==> src/rtl/mem_port_arbiter.sv <==
// Two-port memory arbiter: round-robin with a line-fill lock, plus an in-order
// read-ID FIFO that routes each memory response back to the issuing cache.
module mem_port_arbiter #(
  parameter int unsigned FIFO_DEPTH   = 4,
  parameter int unsigned LOCK_BEATS   = 4,
  parameter int unsigned IDLE_TIMEOUT = 3
) (
  input  logic        i_clk,
  input  logic        i_rst,
  input  logic        i_c0_mem_ren,
  input  logic        i_c0_mem_wen,
  input  logic [31:0] i_c0_mem_addr,
  input  logic [31:0] i_c0_mem_wdata,
  output logic        o_c0_mem_ready,
  output logic [31:0] o_c0_mem_rdata,
  output logic        o_c0_mem_valid,
  input  logic        i_c1_mem_ren,
  input  logic        i_c1_mem_wen,
  input  logic [31:0] i_c1_mem_addr,
  input  logic [31:0] i_c1_mem_wdata,
  output logic        o_c1_mem_ready,
  output logic [31:0] o_c1_mem_rdata,
  output logic        o_c1_mem_valid,
  input  logic        i_mem_ready,
  output logic [31:0] o_mem_addr,
  output logic        o_mem_ren,
  output logic        o_mem_wen,
  output logic [31:0] o_mem_wdata,
  input  logic [31:0] i_mem_rdata,
  input  logic        i_mem_valid,
  output logic        o_err
);

  localparam int unsigned AW = $clog2(FIFO_DEPTH);
  localparam int unsigned BW = $clog2(LOCK_BEATS + 1);
  localparam int unsigned IW = $clog2(IDLE_TIMEOUT + 1);
  localparam logic [BW-1:0] BEATS_MAX = BW'(LOCK_BEATS);
  localparam logic [IW-1:0] IDLE_MAX  = IW'(IDLE_TIMEOUT);

  typedef enum logic {
    PORT_C0 = 1'b0,
    PORT_C1 = 1'b1
  } port_e;

  logic          lock_q, lock_d;
  port_e         owner_q, owner_d;
  port_e         rr_q, rr_d;
  logic [BW-1:0] beats_q, beats_d, beats_inc;
  logic [IW-1:0] idle_q, idle_d, idle_inc;
  logic [AW:0]   wptr_q, wptr_d, rptr_q, rptr_d;
  logic          err_q, err_d;
  port_e         id_q [FIFO_DEPTH];

  logic        req0, req1, owner_req;
  logic        gnt_vld;
  port_e       gnt_id;
  logic        sel_ren, sel_wen, rd_blocked;
  logic [31:0] sel_addr, sel_wdata;
  logic        fifo_empty, fifo_full;
  logic        accept, push, pop;
  port_e       head;
  logic        head_c0, head_c1;

  assign req0      = i_c0_mem_ren | i_c0_mem_wen;
  assign req1      = i_c1_mem_ren | i_c1_mem_wen;
  assign owner_req = (owner_q == PORT_C1) ? req1 : req0;

  // Under the lock only the owner may be granted; an idle owner stalls the
  // other port until the idle timeout releases the lock.
  always_comb begin
    gnt_vld = 1'b0;
    gnt_id  = PORT_C0;
    if (!i_rst) begin
      if (lock_q) begin
        if (owner_req) begin
          gnt_vld = 1'b1;
          gnt_id  = owner_q;
        end
      end else if (req0 && req1) begin
        gnt_vld = 1'b1;
        gnt_id  = rr_q;
      end else if (req0) begin
        gnt_vld = 1'b1;
        gnt_id  = PORT_C0;
      end else if (req1) begin
        gnt_vld = 1'b1;
        gnt_id  = PORT_C1;
      end
    end
  end

  assign sel_ren   = (gnt_id == PORT_C1) ? i_c1_mem_ren   : i_c0_mem_ren;
  assign sel_wen   = (gnt_id == PORT_C1) ? i_c1_mem_wen   : i_c0_mem_wen;
  assign sel_addr  = (gnt_id == PORT_C1) ? i_c1_mem_addr  : i_c0_mem_addr;
  assign sel_wdata = (gnt_id == PORT_C1) ? i_c1_mem_wdata : i_c0_mem_wdata;

  assign fifo_empty = (wptr_q == rptr_q);
  assign fifo_full  = (wptr_q[AW] != rptr_q[AW]) && (wptr_q[AW-1:0] == rptr_q[AW-1:0]);
  assign rd_blocked = sel_ren & fifo_full;

  assign o_mem_ren   = gnt_vld & sel_ren & ~fifo_full;
  assign o_mem_wen   = gnt_vld & sel_wen & ~rd_blocked;
  assign o_mem_addr  = gnt_vld ? sel_addr  : '0;
  assign o_mem_wdata = gnt_vld ? sel_wdata : '0;

  assign o_c0_mem_ready = i_mem_ready & gnt_vld & (gnt_id == PORT_C0) & ~(i_c0_mem_ren & fifo_full);
  assign o_c1_mem_ready = i_mem_ready & gnt_vld & (gnt_id == PORT_C1) & ~(i_c1_mem_ren & fifo_full);

  assign accept = (o_mem_ren | o_mem_wen) & i_mem_ready;
  assign push   = o_mem_ren & i_mem_ready;
  assign pop    = i_mem_valid & ~fifo_empty;

  assign head    = id_q[rptr_q[AW-1:0]];
  assign head_c0 = ~fifo_empty & (head == PORT_C0);
  assign head_c1 = ~fifo_empty & (head == PORT_C1);

  assign o_c0_mem_valid = i_mem_valid & head_c0;
  assign o_c1_mem_valid = i_mem_valid & head_c1;
  assign o_c0_mem_rdata = head_c0 ? i_mem_rdata : '0;
  assign o_c1_mem_rdata = head_c1 ? i_mem_rdata : '0;
  assign o_err          = err_q;

  assign beats_inc = (beats_q == BEATS_MAX) ? beats_q : beats_q + BW'(1);
  assign idle_inc  = (idle_q == IDLE_MAX) ? idle_q : idle_q + IW'(1);

  always_comb begin
    lock_d  = lock_q;
    owner_d = owner_q;
    beats_d = beats_q;
    idle_d  = idle_q;
    rr_d    = rr_q;
    wptr_d  = wptr_q + {{AW{1'b0}}, push};
    rptr_d  = rptr_q + {{AW{1'b0}}, pop};
    err_d   = err_q | (i_mem_valid & fifo_empty);
    if (accept) begin
      rr_d = (gnt_id == PORT_C0) ? PORT_C1 : PORT_C0;
    end
    if (!lock_q) begin
      if (push) begin
        owner_d = gnt_id;
        beats_d = BW'(1);
        idle_d  = '0;
        lock_d  = (BEATS_MAX != BW'(1));
      end
    end else if (owner_req) begin
      idle_d = '0;
      if (push) begin
        beats_d = beats_inc;
        if (beats_inc == BEATS_MAX) lock_d = 1'b0;
      end
    end else begin
      idle_d = idle_inc;
      if (idle_inc == IDLE_MAX) lock_d = 1'b0;
    end
  end

  always_ff @(posedge i_clk or posedge i_rst) begin
    if (i_rst) begin
      lock_q  <= 1'b0;
      owner_q <= PORT_C0;
      rr_q    <= PORT_C0;
      beats_q <= '0;
      idle_q  <= '0;
      wptr_q  <= '0;
      rptr_q  <= '0;
      err_q   <= 1'b0;
    end else begin
      lock_q  <= lock_d;
      owner_q <= owner_d;
      rr_q    <= rr_d;
      beats_q <= beats_d;
      idle_q  <= idle_d;
      wptr_q  <= wptr_d;
      rptr_q  <= rptr_d;
      err_q   <= err_d;
    end
  end

  always_ff @(posedge i_clk) begin
    if (push) id_q[wptr_q[AW-1:0]] <= gnt_id;
  end

endmodule
==> config.mk <==
export PLATFORM = sky130hd
export DESIGN_NAME = mem_port_arbiter
export DESIGN_NICKNAME = d
export VERILOG_FILES = /design/src/rtl/mem_port_arbiter.sv
export SDC_FILE = /design/constraint.sdc
export NUM_CORES = 1
export LEC_CHECK = 0
export CAP_MARGIN = 10
export CELL_PAD_IN_SITES_DETAIL_PLACEMENT = 2
export CELL_PAD_IN_SITES_GLOBAL_PLACEMENT = 2
export CORE_MARGIN = 2
export CORE_UTILIZATION = 11
export CTS_BUF_LIST = sky130_fd_sc_hd__clkbuf_2 sky130_fd_sc_hd__clkbuf_4 sky130_fd_sc_hd__clkbuf_8
export CTS_CLUSTER_DIAMETER = 200
export DETAILED_ROUTE_END_ITERATION = 10
export PLACE_DENSITY_LB_ADDON = 0.1
export SYNTH_ARGS = -nofsm -noshare
export SYNTH_HDL_FRONTEND = slang
export SYNTH_SLANG_ARGS = --single-unit
==> constraint.sdc <==
create_clock -name i_clk -period 3.71 [get_ports i_clk]
set_input_delay 1.113 -clock i_clk [delete_from_list [all_inputs] [get_ports i_clk]]
set_output_delay 1.113 -clock i_clk [all_outputs]
set_load 0.05 [all_outputs]
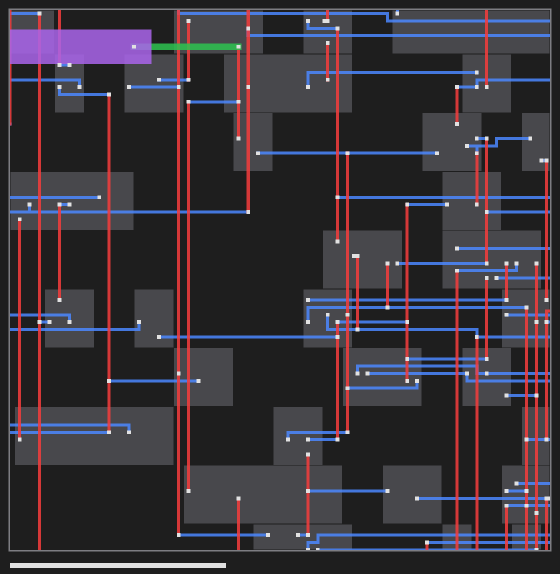
Figure 1: a small window of the routed layout.
The bar under the picture is 10 µm long. Region (26, 26) to (51, 51) µm. Cells in grey, sequential cells in the stronger grey; small squares are vias.
| layer | colour |
|---|---|
| M3 | green |
| M1 | blue |
| M2 | red |
| M5 | purple |
sequential cells in the window: 0
cells with their middle in the window: 26
most frequent: buf_4 (4)

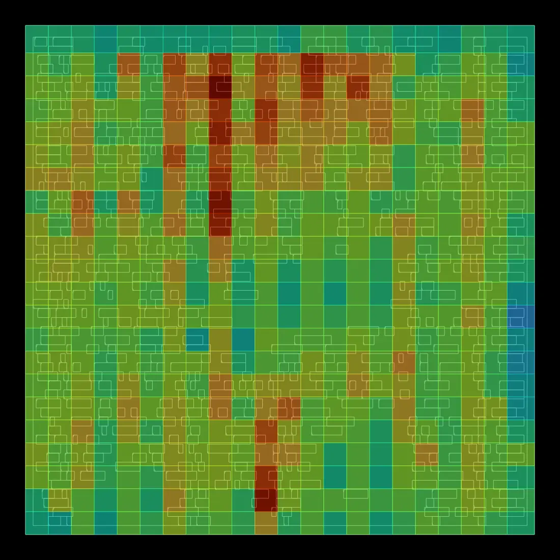
Figure 2: routing congestion.
WL/cell: 19.4 µm
met2 Use GR: 29.4%
Most Crowded Layer GR: met2
Final Core Density: 39.6%

==> impl_metrics.py <==
# Physical implementation metrics
metrics = {
    "clock_tree": {
        "post_cts_resized": 88,
        "cts_tree": "yes",
        "cts_made_buffers": 3,
        "clk_latency_ns": 0.26,
        "hold_buffers": 0,
        "htree_levels": 1,
        "cts.sinks": 19,
        "cts_setup_buffers": 9,
    },
    "die": {
        "die_w_um": 153,
        "die_y_um": 153,
        "tap_cells": 280,
        "core_area_um2": 21800,
        "rows": 54,
        "fp-utilization_pct": 11.2,
        "dieArea_um2": 23400,
    },
    "power_and_ir_drop": {
        "peakVddDrop_uv": 243,
        "p_int_mw": 2.98,
        "cellPowerDensity_nw_per_um2": 727,
        "p_clk_share_pct": 2.4,
        "share_comb_of_total_power_pct": 91.5,
        "pwr-share-seq_pct": 6.0,
        "comb_power_mw": 5.75,
        "power.switching_mw": 3.31,
        "totalPowerFinal_mw": 6.28,
    },
    "critical_path": {
        "path_depth": 9,
        "critPathTopFamily": "AND-OR/OR-AND gates",
        "r2r-end": "id_q[2]$_DFFE_PP_",
        "regToRegStartpoint": "lock_q$_DFF_PP0_",
        "rrSetupSlack_ns": 1.30,
        "reg2reg_depth": 6,
        "crit_start": "i_c0_mem_ren",
        "start_kind": "primary input",
        "crit_arrival_ns": 2.77,
        "critPathKind": "in2out",
        "worstPathCellList": "buf_6 -> or2_4 -> a2111o_2 -> clkinv_8 -> buf_6 -> buf_16 -> nand2_4 -> a21oi_4 -> buf_12",
        "crit_path_top_delay_cell": "a2111o_2",
        "slowest_delay_ns": 0.57,
        "crit_top_cell": "buf_6",
        "crit_required_ns": 2.60,
    },
    "logic_synthesis": {
        "synth_area_leader_cell": "nand2_1",
        "synthXorXnorAreaFrac_pct": 2.15,
        "syn_area_um2": 2450,
        "ys_seq_share_pct": 20.3,
        "synthSimpleGateAreaFrac_pct": 45.7,
        "top_area_share_pct": 20.4,
        "netlist_top_cells_count": "nand2_1 (133), a21oi_1 (71), and3_1 (35)",
        "synthTopLogicFamily": "simple AND/OR/NAND/NOR gates",
        "ys_area_um2": 2450,
        "yosysCellCount": 393,
        "synthFlopType": "dfrtp_1",
        "synthArstFlopShare_pct": 78.9,
        "fp_nets": 566,
        "yosysUniqueCellTypes": 45,
        "synthAoiAreaFrac_pct": 20.7,
        "most_common_cell": "nand2_1",
        "ys.flops": 19,
        "syn-instance-count": 393,
        "topCellsByArea": "nand2_1 (20%), dfrtp_1 (15%), a21oi_1 (15%)",
    },
    "final_timing": {
        "fin_skew_ns": 0.000815,
        "rsz0062_at_grt": "true",
        "final_hold_viol_count": 0,
        "setup_tns_ns": -7.60,
        "finalSetupViolations": 67,
        "period_used_pct": 105,
        "setup_slack_ns": -0.169,
        "post-route-min-period_ns": 3.88,
        "slew_headroom_pct": 58.4,
        "timing.fmax_mhz": 258,
    },
    "detailed_routing": {
        "drtAntennaViolNets": 0,
        "drt_iter0_drc": 106,
        "wirelength_mm": 19.3,
        "num_vias": 4211,
        "drc": 0,
        "drt-met1-wl_mm": 7.27,
        "vias_per_cell": 4.22,
        "met3_length_mm": 1.92,
        "wl_met2_mm": 9.91,
    },
    "run": {
        "maxCapViolCount": 0,
        "openroad.warnings": 30,
    },
    "cells_and_area": {
        "fin_area_um2": 8640,
        "nonClkBufAreaFrac_pct": 57.7,
        "nNonClkInverters": 7,
        "signal_buffers": 352,
        "final_layout_top_logic_cell": "clkdlybuf4s50_1",
        "diodes": 1,
        "nClkBuffers": 3,
        "flop-count": 19,
        "largestClassByArea": "non-clock buffers",
        "syn_to_final_growth_pct": 253,
        "logic_area_um2": 2720,
        "mostFrequentLayoutCells": "clkdlybuf4s50_1 (163), buf_12 (141), nand2_1 (77)",
        "drive_gt1_share_pct": 45.9,
        "largest_reg_flops": 4,
        "final_cells": 998,
    },
    "grt": {
        "grt_util_met3_pct": 6.12,
        "grt_pass1_wl_mm": 28.9,
        "met1_usage_pct": 16.9,
        "antenna_found_initial": 2,
        "grt_use_total_pct": 15.7,
        "grt_max_degree": 35,
    },
    "worst_hold_path": {
        "min_path_cells": 1,
        "hold_path.class": "reg2reg",
        "holdPathEnd": "o_err$_DFF_PP0_",
        "min_from": "o_err$_DFF_PP0_",
    },
    "place": {
        "dp_cells": 977,
        "dpl_cell_area_um2": 8030,
        "dpl.hpwl_mm": 15.7,
        "finalWeightedCongestion": 0.768,
    },
    "status": {
        "status": "finished with violations",
        "violations": "negative setup slack",
    },
}
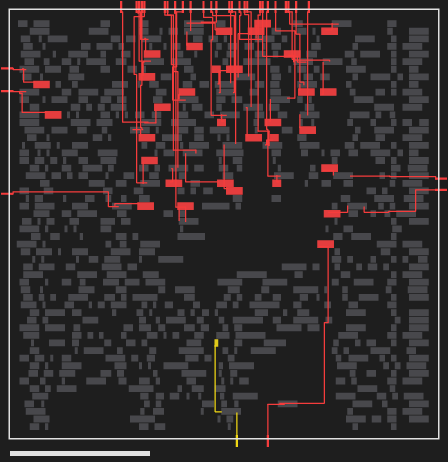
Figure 3: port wiring.
The bar under the picture is 50 µm long.
| port | colour | bits | direction | edge | end cells | buffers | wire |
|---|---|---|---|---|---|---|---|
| o_mem_ren | yellow | 1 | output | bottom | 1 | 1 | 34.8 µm |
| o_mem_wdata | red | 32 | output | 26 top, 3 left, 2 right, 1 bottom | 32 | 32 | 1480 µm |
PortBufs: 302
num ports: 303

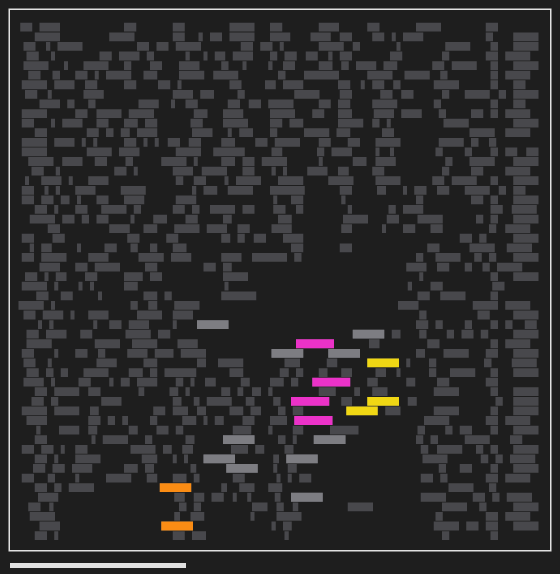
Figure 4: where the registers sit.
The bar under the picture is 50 µm long. Other sequential cells in the stronger grey, the rest of the logic in the fainter grey.
| name in the netlist | colour | flops |
|---|---|---|
| idle_q | orange | 2 |
| rptr_q | yellow | 3 |
| id_q | magenta | 4 |

No activity file was given, so power comes from the tool's default toggle rates.
